## config.mk

```make
export PLATFORM = sky130hd
export DESIGN_NAME = mezcladora_param
export DESIGN_NICKNAME = d
export VERILOG_FILES = /design/src/rtl/mezcladora_param.sv
export SDC_FILE = /design/constraint.sdc
export NUM_CORES = 1
export LEC_CHECK = 0
export ABC_AREA = 1
export CAP_MARGIN = 20
export CORE_ASPECT_RATIO = 1.2
export CORE_MARGIN = 2
export CORE_UTILIZATION = 49
export CTS_CLUSTER_SIZE = 30
export DETAILED_ROUTE_END_ITERATION = 10
export PLACE_DENSITY = 0.78
export SLEW_MARGIN = 25
export SYNTH_ARGS = -nofsm -noshare
export SYNTH_HDL_FRONTEND = slang
export SYNTH_SLANG_ARGS = --single-unit
```

## constraint.sdc

```tcl
create_clock -name Clk -period 1.7 [get_ports Clk]
set_input_delay 0.17 -clock Clk [delete_from_list [all_inputs] [get_ports Clk]]
set_output_delay 0.17 -clock Clk [all_outputs]
set_load 0.01 [all_outputs]
```

## src/rtl/mezcladora_param.sv

```systemverilog
// mezcladora_param: parametrised batch-mixer controller.
//
// Runs one batch as IDLE -> FILL(0..N_ING-1) -> MIX -> DRAIN -> IDLE.
// Each fill phase and the drain phase has a watchdog. If a phase stays too
// long, the controller moves to FAULT and holds there until ACK.
// Completed batches are counted, and the count wraps.
//
// Ports
//   Clk       rising-edge clock
//   Reset     synchronous, active-low reset
//   IN        start request (only looked at in IDLE)
//   TOK       one-cycle timer tick (only counted in MIX)
//   LVL[k]    level reached for ingredient k (only looked at in FILL(k))
//   EMPTY     tank empty (only looked at in DRAIN)
//   ACK       fault acknowledge (only looked at in FAULT)
//   V[k]      ingredient valve k open
//   M, T      mixer motor on, mix timer running
//   S         drain valve open
//   B         alarm, fault latched
//   BUSY      neither IDLE nor FAULT
//   BATCH     completed-batch count, wraps modulo 2^BATCH_W
//   dbg_state registered FSM state, for observation only
//
// All outputs are a Moore decode of registered state. Because of that, a
// transition sampled at an edge shows on the outputs at that same edge.
module mezcladora_param #(
  parameter int N_ING       = 3,
  parameter int MIX_TICKS   = 4,
  parameter int TIMEOUT_CYC = 64,
  parameter int BATCH_W     = 8
) (
  input  logic               Clk,
  input  logic               Reset,
  input  logic               IN,
  input  logic               TOK,
  input  logic [N_ING-1:0]   LVL,
  input  logic               EMPTY,
  input  logic               ACK,
  output logic [N_ING-1:0]   V,
  output logic               M,
  output logic               T,
  output logic               S,
  output logic               B,
  output logic               BUSY,
  output logic [BATCH_W-1:0] BATCH,
  output logic [2:0]         dbg_state
);

  localparam int TW = (MIX_TICKS > 1)   ? $clog2(MIX_TICKS)   : 1;
  localparam int WW = (TIMEOUT_CYC > 1) ? $clog2(TIMEOUT_CYC) : 1;
  localparam int IW = (N_ING > 1)       ? $clog2(N_ING)       : 1;

  localparam logic [TW-1:0] TICK_LAST = TW'(MIX_TICKS - 1);
  localparam logic [WW-1:0] WD_LAST   = WW'(TIMEOUT_CYC - 1);
  localparam logic [IW-1:0] IDX_LAST  = IW'(N_ING - 1);

  // FILL is one encoded state. The ingredient index is held in fill_idx.
  typedef enum logic [2:0] {
    ST_IDLE  = 3'd0,
    ST_FILL  = 3'd1,
    ST_MIX   = 3'd2,
    ST_DRAIN = 3'd3,
    ST_FAULT = 3'd4
  } state_t;

  state_t             state, state_n;
  logic [IW-1:0]      fill_idx, fill_idx_n;
  logic [TW-1:0]      tick_cnt, tick_cnt_n;
  logic [WW-1:0]      wd_cnt, wd_cnt_n;
  logic [BATCH_W-1:0] batch_q, batch_n;

  always_ff @(posedge Clk) begin
    if (!Reset) begin
      state    <= ST_IDLE;
      fill_idx <= '0;
      tick_cnt <= '0;
      wd_cnt   <= '0;
      batch_q  <= '0;
    end else begin
      state    <= state_n;
      fill_idx <= fill_idx_n;
      tick_cnt <= tick_cnt_n;
      wd_cnt   <= wd_cnt_n;
      batch_q  <= batch_n;
    end
  end

  // Each watchdog counter leaves its phase on the cycle it reaches
  // TIMEOUT_CYC-1, so it never wraps. The tick counter does the same at
  // MIX_TICKS-1. An exit condition is tested before the timeout, so it wins
  // when both are true on the same cycle.
  always_comb begin
    state_n    = state;
    fill_idx_n = fill_idx;
    tick_cnt_n = tick_cnt;
    wd_cnt_n   = wd_cnt;
    batch_n    = batch_q;
    case (state)
      ST_IDLE: begin
        if (IN) begin
          state_n    = ST_FILL;
          fill_idx_n = '0;
          wd_cnt_n   = '0;
        end
      end
      ST_FILL: begin
        if (LVL[fill_idx]) begin
          wd_cnt_n = '0;
          if (fill_idx == IDX_LAST) begin
            state_n    = ST_MIX;
            tick_cnt_n = '0;
          end else begin
            fill_idx_n = fill_idx + 1'b1;
          end
        end else if (wd_cnt == WD_LAST) begin
          state_n  = ST_FAULT;
          wd_cnt_n = '0;
        end else begin
          wd_cnt_n = wd_cnt + 1'b1;
        end
      end
      ST_MIX: begin
        if (TOK) begin
          if (tick_cnt == TICK_LAST) begin
            state_n    = ST_DRAIN;
            tick_cnt_n = '0;
            wd_cnt_n   = '0;
          end else begin
            tick_cnt_n = tick_cnt + 1'b1;
          end
        end
      end
      ST_DRAIN: begin
        if (EMPTY) begin
          state_n  = ST_IDLE;
          wd_cnt_n = '0;
          batch_n  = batch_q + 1'b1;
        end else if (wd_cnt == WD_LAST) begin
          state_n  = ST_FAULT;
          wd_cnt_n = '0;
        end else begin
          wd_cnt_n = wd_cnt + 1'b1;
        end
      end
      ST_FAULT: begin
        if (ACK) begin
          state_n = ST_IDLE;
        end
      end
      default: begin
        state_n = ST_IDLE;
      end
    endcase
  end

  // Moore output decode
  always_comb begin
    V = '0;
    if (state == ST_FILL) begin
      V = N_ING'(1) << fill_idx;
    end
  end

  assign M         = (state == ST_MIX);
  assign T         = (state == ST_MIX);
  assign S         = (state == ST_DRAIN);
  assign B         = (state == ST_FAULT);
  assign BUSY      = (state != ST_IDLE) && (state != ST_FAULT);
  assign BATCH     = batch_q;
  assign dbg_state = state;

endmodule
```

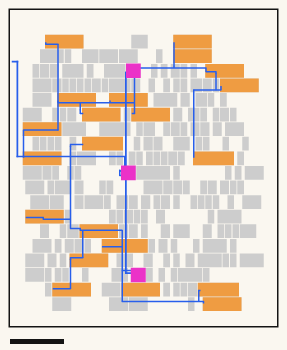
Run 1: clock wires, drivers and flops
The bar under the picture is 10 microns long.
Key: clock wires = blue [length 276 microns]; clock drivers = magenta [count 3]; flip-flops = orange [count 21]
There are 4 routed clock nets. Position of the flops: spread over the die.

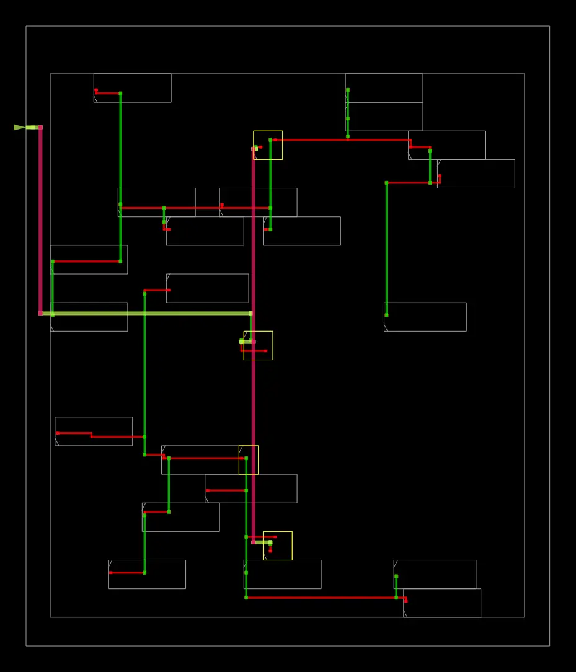
Run 1: the clock network
clk sink count: 21
registers: 21

==> metrics.cfg, run 1 <==
[outcome]
status = finished clean

[detailed_routing]
drc_errors = 0
wirelength_mm = 2.934
drtPass1Iterations = 4
vias_per_cell = 5.056
wl_per_cell_microns = 11.69
drtAntennaViolNets = 0
vias = 1269
drtIter0Drc = 30

[critical_path]
crit_cells = 3
critPathTopFamily = buffers and inverters
critical_path_class = reg2out
cp_max_fo = 5
crit_path_top_delay_cell = clkdlybuf4s50_1
reg2reg_depth = 8
crit-reg2reg-launch = wd_cnt[0]$_SDFFE_PN0P_
timing.rr.end = dbg_state[1]$_SDFFE_PN0P_
crit_path_start = dbg_state[0]$_SDFFE_PN0P_
critPathMaxStageDelay_ns = 0.55
crit_required_ns = 1.53
startpoint_type = register
rrSetupSlack_ns = 0.22
critPathBufInv = 2
cp-end-kind = primary output
crit_path_end = BUSY
path_cells = inv_2 -> nand2_1 -> clkdlybuf4s50_1

[floorplanning]
pin_count = 28
fp.coreArea_sq_mm = 0.002330
std_cell_rows = 19
die_height_microns = 58.94
die-area_sq_mm = 0.002934
fp_util_pct = 52.90

[placement]
post-place-cells = 247
gp_congestion = 0.8940
dpl.hpwl_mm = 2.207
place_area_sq_mm = 0.001538

[synth]
ys_cells = 190
top_cell = nand2_1
synth-edff-count = 0
yosysTopAreaCellShare_pct = 34.11
yosysWarnings = 0
syn_inst = 190
aoi_share_pct = 10.25
synth_cell_type_count = 24
synth-simple-area-share_pct = 37.16
synth-area-yosys_sq_mm = 0.001232
synth.area.top_cells = dfxtp_1 34%, nand2_1 13%, nor2_1 9.1%, inv_1 7.6%, ha_1 6.1%
xor_area_share_pct = 1.421
synth_flops = 21
fp_nets = 205
flop_cell = dfxtp_1
common_cells = 42 x nand2_1, 30 x nor2_1, 25 x inv_1
ys_seq_share_pct = 34.11
synth_area_sq_mm = 0.001232
synth.largest_area_cell = dfxtp_1
avgSynthCellArea_sq_um = 6.486
synthMuxAreaShare_pct = 0
top_logic_kind = simple AND/OR/NAND/NOR gates

[sta]
hold_viol_final = 0
min_period_ns = 1.604
max_freq_mhz = 623.6
slew_viol_final = 0
period_used_pct = 94.33
worstMarginPinSlew_ns = 0.3140
relSlewSlack_pct = 78.99
clock_skew_ns = 0.004178

[min_path]
min_path_type = reg2reg
worstHoldEndpoint = BATCH[7]$_SDFFE_PN0P_
holdPathStages = 2
min-delay-start = BATCH[7]$_SDFFE_PN0P_

[clock_network]
postCtsHoldBufs = 0
cts_resized = 14
cts.htree.levels = 1
cts.clk_slew.worst_paths_ns = 0.12
cts_tree = done
post-cts-setup-buffers = 0
cts_buffers = 3
cts_root_buffer = clkbuf_4

[cells_and_area]
layout_top_cell = nand2_1
antennaDiodeCount = 0
layout_top_cells = 42 x nand2_1, 30 x nor2_1, 25 x inv_1, 20 x clkdlybuf4s50_1, 17 x dfxtp_1
instances_no_fill = 251
area_growth_pct = 28.73
drive_gt1_share_pct = 10.00
nNetsFinal = 236

[global_routing]
grt_overflow = 0
grt_busiest_layer = met2
globalRouteMet1Util_pct = 24.36
antenna_found_initial = 0
met3_usage_pct = 3.553
grt_pass1_wl_mm = 5.037
grt_use_met2_pct = 42.29
grt_pass1_vias = 1256
grt_max_degree = 13

[power_and_ir_drop]
powerDensity_mw_per_mm2 = 966.2
p_leak_nw = 0.7012
power_w = 0.001533
ir_worst_vdd_mv = 0.5550

[flow_run]
max_cap_violations = 0
warnings = 29

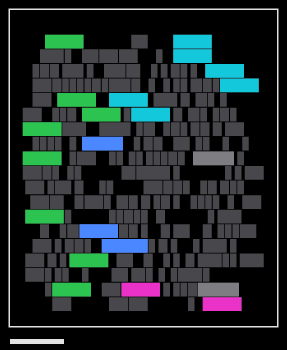
Run 1: sequential cells colored by netlist name
The bar under the picture is 10 microns long. Other sequential cells in the stronger gray, the rest of the logic in the fainter gray.
Key: tick_cnt = magenta [placed flops 2]; wd_cnt = cyan [placed flops 6]; dbg_state = blue [placed flops 3]; BATCH = green [placed flops 8]

[run 1: cells by family (layout without fill, tap and decap cells)]
| kind of cell | after synthesis | after routing |
|---|---|---|
| AND-OR/OR-AND | 25 | 25 |
| XOR/XNOR | 2 | 2 |
| adder cells (fa/ha/maj) | 6 | 6 |
| buffers and inverters | 35 | 65 |
| flip-flops | 21 | 21 |
| AND/OR/NAND/NOR | 101 | 101 |
[run 1: metal layers]
metal / vias up / share of wire (%) / wire length, microns
li1: 662 / - / -
met1: 563 / 41 / 1190
met2: 37 / 53 / 1548
met3: 7 / 4.3 / 127
met4: 0 / 2.3 / 67
met5: - / 0 / 0
[run 1: metrics by stage]
step | setup TNS (ns) | utilization (%) | hold WS (ns) | worst slack (ns)
6_report | 0 | 68.10 | 0.5064 | 0.09645
5_1_grt | 0 | 68.10 | 0.5276 | 0.009817
4_1_cts | -0.03189 | 67.99 | 0.5091 | -0.03189
3_5_place_dp | 0 | 66.00 | 0.4874 | 0.1641
3_3_place_gp | 0 | 66.00 | 0.4702 | 0.1875
2_1_floorplan | 0 | - | 0.3118 | 0.3141
[run 1: layout make-up]
class,instances,area [sq um]
clock buffer,3,22.52
tap,31,38.79
multi-input combinational,134,695.7
sequential,21,427.9
clock inverter,1,5.005
timing repair buffer,28,272.8
fill,230,743.2
inverter,33,123.9
[run 1: registers in the layout (all words and copies together), names as in the netlist]
name	flops
BATCH	8
dbg_state	3
fill_idx	2
tick_cnt	2
wd_cnt	6
[run 1: power breakdown]
group,total [W],leakage (nW),switching (W),internal [W]
Combinational,0.000674,0.512,0.000405,0.000268
Clock,0.000253,0.0177,0.000164,0.0000882
Sequential,0.000606,0.172,0.0000609,0.000546
==> run 2: changes to the inputs <==
Settings changed: CAP_MARGIN 20 to 30, CORE_UTILIZATION 49 to 35, PLACE_DENSITY 0.78 to 0.59.
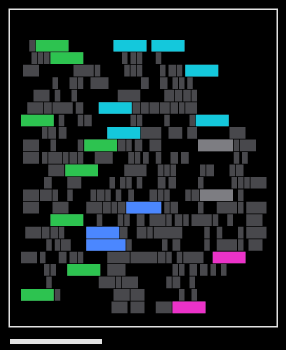
Run 2: sequential cells colored by netlist name
The bar under the picture is 20 microns long. Other sequential cells in the stronger gray, the rest of the logic in the fainter gray.
Key: wd_cnt = cyan [placed flops 6, where top middle]; BATCH = green [placed flops 8]; tick_cnt = magenta [placed flops 2]; dbg_state = blue [placed flops 3]

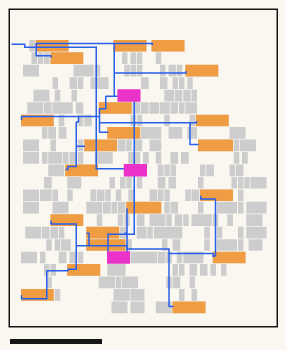
Run 2: clock wires, drivers and flops
The bar under the picture is 20 microns long.
Key: clock wires = blue [length 351 microns]; clock drivers = magenta [count 3]; flip-flops = orange [count 21]
There are 4 routed clock nets. Position of the flops: spread over the die.

==> run 2 against run 1 <==
Compared with the run above:
- first-iteration DRC count grew 70%
- combinational power is essentially flat
- synthesized area is the same
- utilization shrank 20 points
- non-clock buffer count grew 2
- global-route usage shrank 7.0 points
- synthesized cell count is the same
- wire length shrank 3.5%
- cell area grew 2.8%
- sequential cell count is the same
- power grew 6.0%
- clock power grew 38%
==> metrics.cfg, run 2 <==
[outcome]
status = finished clean

[clock_network]
cts_num_sinks = 21
cts.htree.levels = 1
cts_tree = done
cts_buffers = 3
post-cts-setup-buffers = 0

[floorplanning]
pin_count = 28
std_cell_rows = 23
die-area_sq_mm = 0.004014
fp_util_pct = 36.60
fp.coreArea_sq_mm = 0.003367

[placement]
gp_congestion = 0.8118
dpl.hpwl_mm = 2.175
post-place-cells = 255

[sta]
worstMarginPinSlew_ns = 0.2949
hold-worst-slack_ns = 0.4971
fin_setup_tns_ns = 0
max_freq_mhz = 607.5
hold_viol_final = 0
timing.final.ws_setup_ns = 0.05387
relSlewSlack_pct = 80.27
clock_skew_ns = 0.005450

[power_and_ir_drop]
clkPwrFrac_pct = 21.5
p_sw_share_pct = 39.22
powerDensity_mw_per_mm2 = 996.3
seqPwrFrac_pct = 36.9
ir_worst_vdd_mv = 0.5720
cell_internal_pwr_w = 0.0009880
power_switching_w = 0.0006376

[min_path]
worstHoldEndpoint = BATCH[5]$_SDFFE_PN0P_
min_path_type = reg2reg

[synth]
synth_area_sq_mm = 0.001232
synth-area-yosys_sq_mm = 0.001232
synth-edff-count = 0
yosysWarnings = 0
synth_flops = 21
avgSynthCellArea_sq_um = 6.486
yosysTopAreaCellShare_pct = 34.11
flop_cell = dfxtp_1
fp_nets = 205
top_cell = nand2_1

[cells_and_area]
instances_no_fill = 259
nNetsFinal = 238
layout_top_cell = nand2_1
final_core_util_pct = 48.46
layout_top_cells = 42 x nand2_1, 30 x nor2_1, 25 x inv_1, 21 x clkdlybuf4s50_1, 18 x dfxtp_1
drive_gt1_share_pct = 10.36
antennaDiodeCount = 0

[detailed_routing]
wl_per_cell_microns = 10.93
drc_errors = 0
wirelength_mm = 2.830

[critical_path]
critPathMaxStageDelay_ns = 0.56
timing.rr.end = dbg_state[0]$_SDFFE_PN0P_
cp_max_fo = 5
path_cells = nand2_1 -> nor2_4 -> clkdlybuf4s50_1
crit_path_end = S

[global_routing]
grt_max_degree = 13
grt_pass1_wl_mm = 4.871

[flow_run]
max_cap_violations = 0
warnings = 28

## run 2: power by group through the flow
| stage | Clock, W | Combinational (W) | Sequential [W] |
|---|---|---|---|
| after floorplan | 0 | 0.000432 | 0.000600 |
| after global placement | 0 | 0.000686 | 0.000597 |
| after detailed placement | 0 | 0.000679 | 0.000598 |
| after CTS | 0.000358 | 0.000691 | 0.000601 |
| after global routing | 0.000375 | 0.000773 | 0.000610 |
| final | 0.000349 | 0.000676 | 0.000600 |
## run 2: final cells by class
cell class / count / area [sq um] / area share (%)
multi-input combinational: 134 / 695.7 / 42.64
inverter: 33 / 123.9 / 7.592
tap: 37 / 46.29 / 2.837
sequential: 21 / 426.7 / 26.15
clock inverter: 1 / 5.005 / 0.3067
timing repair buffer: 30 / 292.8 / 17.94
clock buffer: 3 / 41.29 / 2.531
## run 2: timing repair
item	4_1_cts	5_1_grt
setup endpoints to repair	7	2
resized	11	2
hold buffers	0	0
## run 2: kinds of logic (layout without fill, tap and decap cells)
logic type                 after synthesis  in the layout  share of synthesized area, %
xor gates and xnor gates                 2              2                         1.422
AOI/OAI and AO/OA                       25             25                         10.25
buffers and inverters                   35             67                         10.96
DFF                                     21             21                         34.11
adders and majority gates                6              6                         6.091
and+or+nand+nor                        101            101                         37.16
## run 2: metal layers
| metal | track usage [%] | up-vias | part of all wire (%) |
|---|---|---|---|
| li1 | - | 671 | - |
| met1 | 19.30 | 554 | 46 |
| met2 | 25.25 | 30 | 46 |
| met3 | 3.002 | 5 | 5.6 |
| met4 | 6.977 | 0 | 2.0 |
| met5 | 0 | - | 0 |
## run 2: stage by stage
step | power [W] | instance area [sq um]
floorplan | 0.001032 | 1232
global placement | 0.001282 | 1560
detailed placement | 0.001277 | 1560
CTS | 0.001650 | 1627
global route | 0.001758 | 1632
finish | 0.001626 | 1632
==> run 3: changes to the inputs <==
Settings changed: PLACE_DENSITY 0.59 to unset.
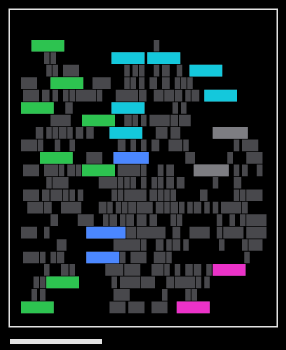
Run 3: sequential cells colored by netlist name
The bar under the picture is 20 microns long. Other sequential cells in the stronger gray, the rest of the logic in the fainter gray.
Key: tick_cnt = magenta [placed flops 2]; wd_cnt = cyan [placed flops 6, where top middle]; BATCH = green [placed flops 8]; dbg_state = blue [placed flops 3]

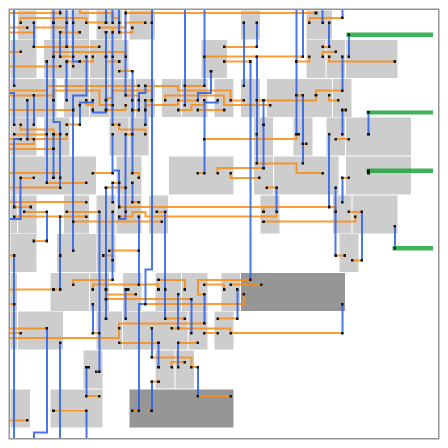
Run 3: a small window of the routed layout
Region (28, 2) to (58, 32) microns. Cells in gray, sequential cells in the stronger gray; small squares are vias.
Key: metal 3 = green; metal 1 = orange; metal 2 = blue
69 logic cells have their middle in the window. Netlist names of flops here include tick_cnt (2). Most frequent: nor2_1 (14), nand2_1 (10), inv_1 (9). Sequential cells in the window: 2.

==> run 3 against run 2 <==
Compared with the run above:
- sequential power about the same
- via count shrank 1.7%
- power is 0.53% higher
- count of clock-buffer cells in the layout is the same
==> metrics.cfg, run 3 <==
[clock_network]
cts_buffers = 3
cts_tree = done
cts_root_buffer = clkbuf_8
cts.clk_slew.worst_paths_ns = 0.08
cts_num_sinks = 21
cts.htree.levels = 1

[sta]
timing.final.ws_setup_ns = 0.05093
min_period_ns = 1.649
fin_setup_tns_ns = 0
worstMarginPinSlew_ns = 0.2747
relSlewSlack_pct = 81.57
period_used_pct = 97.00
max_freq_mhz = 606.4
clock_skew_ns = 0.004098
hold_viol_final = 0

[critical_path]
cp-end-kind = primary output
reg2reg_depth = 8
crit-reg2reg-launch = wd_cnt[1]$_SDFFE_PN0P_
startpoint_type = register
crit_path_start = dbg_state[0]$_SDFFE_PN0P_
rrSetupSlack_ns = 0.25
critical_path_class = reg2out
cp_max_fo = 5
crit_path_end = S

[synth]
synth_flops = 21
flop_cell = dfxtp_1
synth_cell_type_count = 24
yosysWarnings = 0
synth.largest_area_cell = dfxtp_1
fp_nets = 205
synth-area-yosys_sq_mm = 0.001232
common_cells = 42 x nand2_1, 30 x nor2_1, 25 x inv_1
ys_cells = 190
yosysTopAreaCellShare_pct = 34.11
avgSynthCellArea_sq_um = 6.486
ys_seq_share_pct = 34.11
syn_inst = 190
top_cell = nand2_1
synth_area_sq_mm = 0.001232
synth-edff-count = 0

[placement]
dp_slack_ns = 0.1448
gp_congestion = 0.8037
dpl.hpwl_mm = 2.151

[min_path]
min_path_type = reg2reg
worstHoldEndpoint = BATCH[5]$_SDFFE_PN0P_
holdPathStages = 2

[detailed_routing]
vias = 1239
wirelength_mm = 2.791
wl_met3_microns = 157
drtAntennaViolNets = 0
routed.top_layer = met4
met1_length_mm = 1.212
drtIter0Drc = 35
drc_errors = 0
vias_per_cell = 4.747
drtPass1Iterations = 4
wl_per_cell_microns = 10.69
wl_met2_mm = 1.375

[power_and_ir_drop]
powerDensity_mw_per_mm2 = 985.7
ir_worst_vdd_mv = 0.5057

[cells_and_area]
nNetsFinal = 240
drive_gt1_share_pct = 11.61
area_growth_pct = 34.52
final_core_util_pct = 49.24
antennaDiodeCount = 0
largest_reg_flops = 8
layout_top_cell = nand2_1

[flow_run]
warnings = 28
max_cap_violations = 0

[floorplanning]
fp.coreArea_sq_mm = 0.003367
die-area_sq_mm = 0.004014
die_height_microns = 69.01
pin_count = 28
fp_util_pct = 36.60

[global_routing]
grt_pass1_wl_mm = 4.726
grt_overflow = 0
grt_pass1_vias = 1109
grt_max_degree = 13
antenna_found_initial = 0

[outcome]
status = finished clean

## run 3: cell count changes in the layout (fill, tap and decap cells not counted)
| cell | delta |
|---|---|
| inv_4 | +1 |
| dlymetal6s2s_1 | +2 |
| dfxtp_1 | -1 |
| dlygate4sd2_1 | -2 |
| inv_2 | -1 |
| buf_4 | +2 |
| dfxtp_2 | +1 |
## run 3: stage by stage
step                area, sq um  cells  power (W)  hold slack [ns]
detailed placement         1560    255   0.001266           0.4746
floorplan                  1232    190   0.001032           0.3118
finish                     1658    261   0.001634           0.4842
global route               1658    261   0.001761           0.5259
global placement           1560    255   0.001276           0.4785
CTS                        1629    259   0.001642           0.4896
## run 3: final cells by class
class | instances | area, sq um
clock inverter | 1 | 5.005
inverter | 33 | 126.4
fill | 347 | 1709
sequential | 21 | 427.9
multi-input combinational | 134 | 695.7
tap | 37 | 46.29
timing repair buffer | 32 | 315.3
clock buffer | 3 | 41.29
## run 3: what timing repair did
action | in CTS | in global routing
setup endpoints to repair | 7 | 4
hold endpoints to repair | 0 | 0
resized | 9 | 6
pin swaps | 0 | 1
gates cloned | 0 | 0
setup buffers | 0 | 2
## run 3: cell families after synthesis
group	Yosys count	share of synthesized area [%]
flops	21	34.11
fa+ha+maj	6	6.091
compound gates	25	10.25
simple gates	101	37.16
buf+inv	35	10.96
xor+xnor	2	1.422
## run 3: worst max-delay path, cell delays in order (launching register included)
cell	delay, ns
dfxtp_4	0.40
nand2_1	0.10
nor2_4	0.15
clkdlybuf4s50_1	0.57
## run 3: power by group
part	switching [W]	internal, W
clock	0.000173	0.000163
combinational	0.000396	0.000301
sequential	0.0000555	0.000545
## run 3: layer usage
metal / vias to the layer above / track usage, %
met4: 0 / 5.426
met3: 5 / 3.189
met1: 537 / 17.17
met2: 23 / 26.26
met5: - / 0
li1: 674 / -

==> gallery <==
Sizing map.
picture 1
The bar under the picture is 20 microns long.
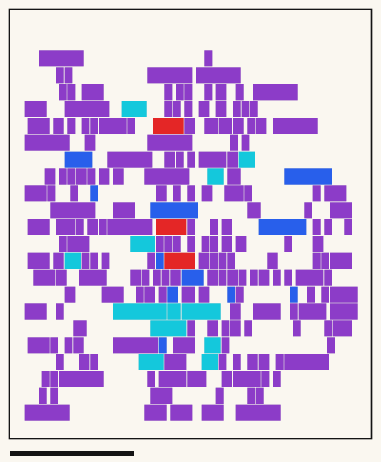
picture 2
The bar under the picture is 10 microns long.
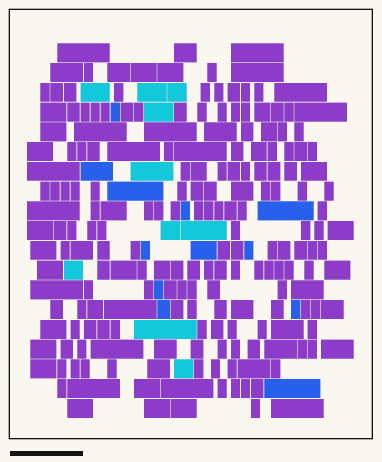
picture 3
The bar under the picture is 20 microns long.
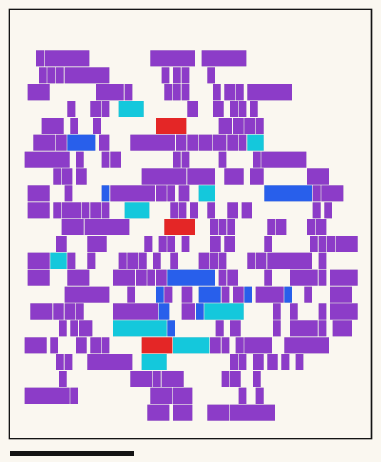
picture 2: run 1
picture 3: run 2
picture 1: run 3

No activity file was given, so power comes from the tool's default toggle rates.
